--- config.mk ---
export PLATFORM = sky130hd
export DESIGN_NAME = regfile_mp
export DESIGN_NICKNAME = d
export VERILOG_FILES = /design/src/rtl/regfile_pkg.sv /design/src/rtl/regfile_bypass_mux.sv /design/src/rtl/regfile_mp.sv
export SDC_FILE = /design/constraint.sdc
export NUM_CORES = 2
export LEC_CHECK = 0
export CELL_PAD_IN_SITES_DETAIL_PLACEMENT = 0
export CELL_PAD_IN_SITES_GLOBAL_PLACEMENT = 1
export CORE_ASPECT_RATIO = 0.75
export CORE_MARGIN = 2
export CORE_UTILIZATION = 45
export DETAILED_ROUTE_END_ITERATION = 10
export GPL_TIMING_DRIVEN = 1
export PLACE_DENSITY = 0.79
export SYNTH_ARGS = -nofsm -noshare
export SYNTH_HDL_FRONTEND = slang
export SYNTH_HIERARCHICAL = 1
export SYNTH_SLANG_ARGS = --single-unit
export TNS_END_PERCENT = 50
--- constraint.sdc ---
create_clock -name clk -period 7.1 [get_ports clk]
set_input_delay 2.13 -clock clk [delete_from_list [all_inputs] [get_ports clk]]
set_output_delay 2.13 -clock clk [all_outputs]
set_load 0.01 [all_outputs]
--- src/rtl/regfile_pkg.sv ---
// Shared types and helpers for the multi-port register file.
// The sweep FSM state and the write-port priority pick live here.
package regfile_pkg;

  typedef enum logic {
    RF_CLEAR,
    RF_READY
  } rf_state_t;

  localparam int MAX_WR_PORTS = 16;

  // Highest-index set bit of a write-match vector, or -1 if none.
  function automatic int hi_match(
    input logic [MAX_WR_PORTS-1:0] hits
  );
    int idx;
    idx = -1;
    for (int i = 0; i < MAX_WR_PORTS; i++) begin
      if (hits[i]) idx = i;
    end
    return idx;
  endfunction

  function automatic logic addr_ok(
    input int a,
    input int n
  );
    return a < n;
  endfunction

endpackage

--- src/rtl/regfile_bypass_mux.sv ---
// One read port: same-cycle write bypass in front of the storage.
// Optional hit output (REGFILE_SCOREBOARD_EN) masks pending flags.
import regfile_pkg::*;

module regfile_bypass_mux #(
  parameter int DATA_WIDTH    = 32,
  parameter int NUM_REGISTERS = 32,
  parameter int NUM_WR_PORTS  = 1,
  parameter int ZERO_REG      = 1,
  parameter int AW            = $clog2(NUM_REGISTERS)
) (
  input  logic                               active,
  input  logic [AW-1:0]                      addr,
  input  logic [NUM_WR_PORTS-1:0]            wr_ok,
  input  logic [NUM_WR_PORTS*AW-1:0]         wr_addr,
  input  logic [NUM_WR_PORTS*DATA_WIDTH-1:0] wr_data,
  input  logic [DATA_WIDTH-1:0]              regs [NUM_REGISTERS],
  output logic [DATA_WIDTH-1:0]              data
`ifdef REGFILE_SCOREBOARD_EN
  ,
  output logic                               hit
`endif
);

  logic [MAX_WR_PORTS-1:0] hits;
  logic                    any_hit;
  logic                    rd_legal;
  int                      sel;

  always_comb begin
    hits = '0;
    for (int p = 0; p < NUM_WR_PORTS; p++) begin
      hits[p] = wr_ok[p] && (wr_addr[p*AW +: AW] == addr);
    end
    sel      = hi_match(hits);
    any_hit  = (sel >= 0);
    rd_legal = addr_ok(int'(addr), NUM_REGISTERS) &&
               !((ZERO_REG != 0) && (addr == '0));
    data     = '0;
    if (active) begin
      if (any_hit) begin
        for (int p = 0; p < NUM_WR_PORTS; p++) begin
          if (p == sel) data = wr_data[p*DATA_WIDTH +: DATA_WIDTH];
        end
      end else if (rd_legal) begin
        data = regs[addr];
      end
    end
  end

`ifdef REGFILE_SCOREBOARD_EN
  assign hit = any_hit;
`endif

endmodule

--- src/rtl/regfile_mp.sv ---
// Multi-port register file with a synchronous clear sweep after reset.
// Define REGFILE_SCOREBOARD_EN to add the pending-write scoreboard.
import regfile_pkg::*;

module regfile_mp #(
  parameter int DATA_WIDTH    = 32,
  parameter int NUM_REGISTERS = 32,
  parameter int NUM_RD_PORTS  = 2,
  parameter int NUM_WR_PORTS  = 1,
  parameter int ZERO_REG      = 1,
  localparam int AW           = $clog2(NUM_REGISTERS)
) (
  input  logic                               clk,
  input  logic                               rst,
  output logic                               init_done,
  input  logic [NUM_WR_PORTS-1:0]            wr_en,
  input  logic [NUM_WR_PORTS*AW-1:0]         wr_addr,
  input  logic [NUM_WR_PORTS*DATA_WIDTH-1:0] wr_data,
  input  logic [NUM_RD_PORTS*AW-1:0]         rd_addr,
  output logic [NUM_RD_PORTS*DATA_WIDTH-1:0] rd_data
`ifdef REGFILE_SCOREBOARD_EN
  ,
  input  logic                               sb_set_en,
  input  logic [AW-1:0]                      sb_set_addr,
  output logic [NUM_RD_PORTS-1:0]            rd_pending
`endif
);

  rf_state_t                 state;
  logic [AW-1:0]             clr_idx;
  logic [DATA_WIDTH-1:0]     regs [NUM_REGISTERS];
  logic [NUM_WR_PORTS-1:0]   wr_ok;
  logic                      ready;

  assign ready = (state == RF_READY);

  always_ff @(posedge clk) begin
    if (rst) begin
      state     <= RF_CLEAR;
      clr_idx   <= '0;
      init_done <= 1'b0;
    end else if (state == RF_CLEAR) begin
      if (clr_idx == AW'(NUM_REGISTERS - 1)) begin
        state     <= RF_READY;
        init_done <= 1'b1;
      end else begin
        clr_idx <= clr_idx + AW'(1);
      end
    end
  end

  // Writes only count once ready, to a real register, never to x0.
  always_comb begin
    wr_ok = '0;
    for (int p = 0; p < NUM_WR_PORTS; p++) begin
      wr_ok[p] = ready && wr_en[p] &&
        addr_ok(int'(wr_addr[p*AW +: AW]), NUM_REGISTERS) &&
        !((ZERO_REG != 0) && (wr_addr[p*AW +: AW] == '0));
    end
  end

  // Later ports overwrite earlier ones: highest index wins.
  always_ff @(posedge clk) begin
    if (state == RF_CLEAR) begin
      regs[clr_idx] <= '0;
    end else begin
      for (int p = 0; p < NUM_WR_PORTS; p++) begin
        if (wr_ok[p]) begin
          regs[wr_addr[p*AW +: AW]] <= wr_data[p*DATA_WIDTH +: DATA_WIDTH];
        end
      end
    end
  end

`ifdef REGFILE_SCOREBOARD_EN
  logic [NUM_REGISTERS-1:0] pending;
  logic [NUM_RD_PORTS-1:0]  rd_hit;

  // Set is applied last so a new producer beats a retiring write.
  always_ff @(posedge clk) begin
    if (rst || state == RF_CLEAR) begin
      pending <= '0;
    end else begin
      for (int p = 0; p < NUM_WR_PORTS; p++) begin
        if (wr_ok[p]) pending[wr_addr[p*AW +: AW]] <= 1'b0;
      end
      if (sb_set_en &&
          addr_ok(int'(sb_set_addr), NUM_REGISTERS) &&
          !((ZERO_REG != 0) && (sb_set_addr == '0))) begin
        pending[sb_set_addr] <= 1'b1;
      end
    end
  end
`endif

  for (genvar r = 0; r < NUM_RD_PORTS; r++) begin : g_rd
    regfile_bypass_mux #(
      .DATA_WIDTH   (DATA_WIDTH),
      .NUM_REGISTERS(NUM_REGISTERS),
      .NUM_WR_PORTS (NUM_WR_PORTS),
      .ZERO_REG     (ZERO_REG),
      .AW           (AW)
    ) u_mux (
      .active (ready),
      .addr   (rd_addr[r*AW +: AW]),
      .wr_ok  (wr_ok),
      .wr_addr(wr_addr),
      .wr_data(wr_data),
      .regs   (regs),
      .data   (rd_data[r*DATA_WIDTH +: DATA_WIDTH])
`ifdef REGFILE_SCOREBOARD_EN
      ,
      .hit    (rd_hit[r])
`endif
    );

`ifdef REGFILE_SCOREBOARD_EN
    assign rd_pending[r] = ready &&
      addr_ok(int'(rd_addr[r*AW +: AW]), NUM_REGISTERS) &&
      pending[rd_addr[r*AW +: AW]] && !rd_hit[r];
`endif
  end

endmodule

Figure 1. A small window of the routed layout.
Region (199, 83) to (224, 108) um. Cells in grey, sequential cells in the stronger grey; small squares are vias.
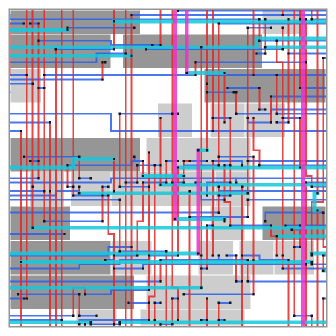
Key: cyan = metal 3; magenta = metal 4; blue = metal 1; red = metal 2
Sequential cells in the window: 7. Most frequent: edfxtp_1 (7), o2bb2ai_1 (6), buf_4 (5). Netlist names of flops here include regs (7). 23 logic cells have their middle in the window.

Figure 2. Sequential cells coloured by netlist name.
(1 px per um) Other sequential cells in the stronger grey, the rest of the logic in the fainter grey.
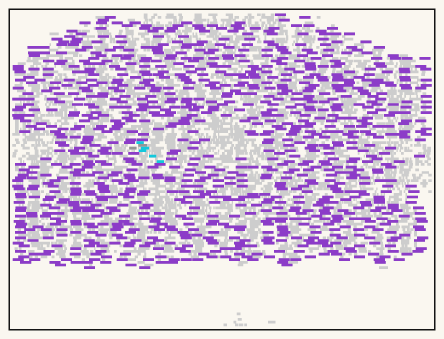
Key: purple = regs [sequential cells 1024]; cyan = clr_idx [sequential cells 5]
Another 2 sequential cells are not coloured.
P_seq: 8.41 mW
Register Area: 30890 sq um
final core utilization: 0.5130
Seq area share: 0.4589

Figure 3. Routing congestion map.
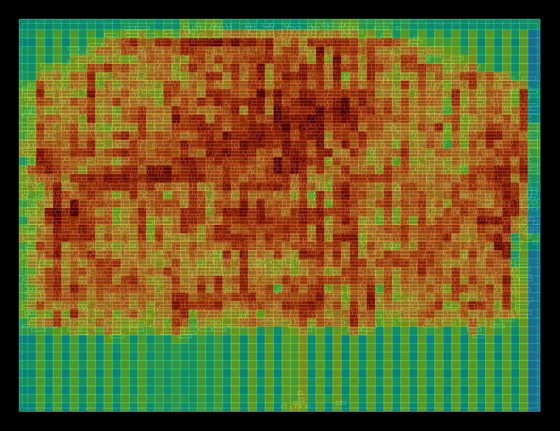
M2 GR Usage: 0.4371
busiest grt layer: met1
met1 GRT Util: 0.4454

## flip-flops by register name (all words and copies together) (netlist names)
register and flops:
regs 1024, clr_idx 5, init_done 1, ready 1
## metrics by stage
stage / setup WS, ns / hold WS (ns)
2_1_floorplan: 0.8409 / 0.4995
3_3_place_gp: 0.1162 / 0.5175
3_5_place_dp: 0.07822 / 0.5275
4_1_cts: 0.07623 / 0.5380
5_1_grt: 0.005937 / 0.5772
6_report: 0.04407 / 0.5458
## per-layer routing
layer,global-route usage,wire length (um)
met4,0.1669,13720
met1,0.4454,80060
met2,0.4371,90670
met5,0.007801,163
met3,0.1129,35400
## critical path: cells and delay by family
family          cells  cell delay (ns)
buf+inv             5             2.00
compound gates      3             0.56
xor+xnor            1             0.13
simple gates        1             0.09
==> flow_metrics.py <==
# Auto-generated metrics
metrics = {
    "status": {
        "status": "complete, no violations",
    },
    "clocking": {
        "clock-root-buffer": "clkbuf_16",
        "cts_max_path_buffers": 3,
    },
    "place": {
        "gp_congestion": 0.9328,
        "io_buffers": 114,
    },
    "cells_and_area": {
        "dominant-cell-class": "flip-flops and latches",
        "layout.cells.most_common": "edfxtp_1",
        "nets": 4034,
        "comb_area_sq_um": 26670,
    },
    "worst_setup_path": {
        "start_kind": "input pin",
        "reg2reg_to": "regs[232]$_DFFE_PP_",
        "crit_required_ns": 4.97,
        "worstPathArrival_ns": 4.93,
    },
    "pwr": {
        "ir_worst_vdd_mv": 0.1998,
        "clkPwrFrac": 0.325,
        "power_clock_mw": 5.42,
        "leakage_nw": 22.97,
        "p_total_mw": 16.68,
    },
    "synthesis": {
        "xor_share": 0.001766,
        "yosys_warnings": 6,
        "area_leaders": "edfxtp_1, mux4_2, o2bb2ai_1, buf_2, a32o_1",
        "synth.avg_cell_area_sq_um": 15.05,
    },
    "grt": {
        "grt_first_pass_wirelength_um": 314600,
        "grt.overflow.total": 0,
    },
    "die": {
        "row_count": 115,
    },
    "sta": {
        "finalClockSkew_ns": 0.02939,
    },
    "routing": {
        "dr.first_iter.drc_count": 8280,
        "first_pass_iters": 6,
    },
}
No activity file was given, so power comes from the tool's default toggle rates.
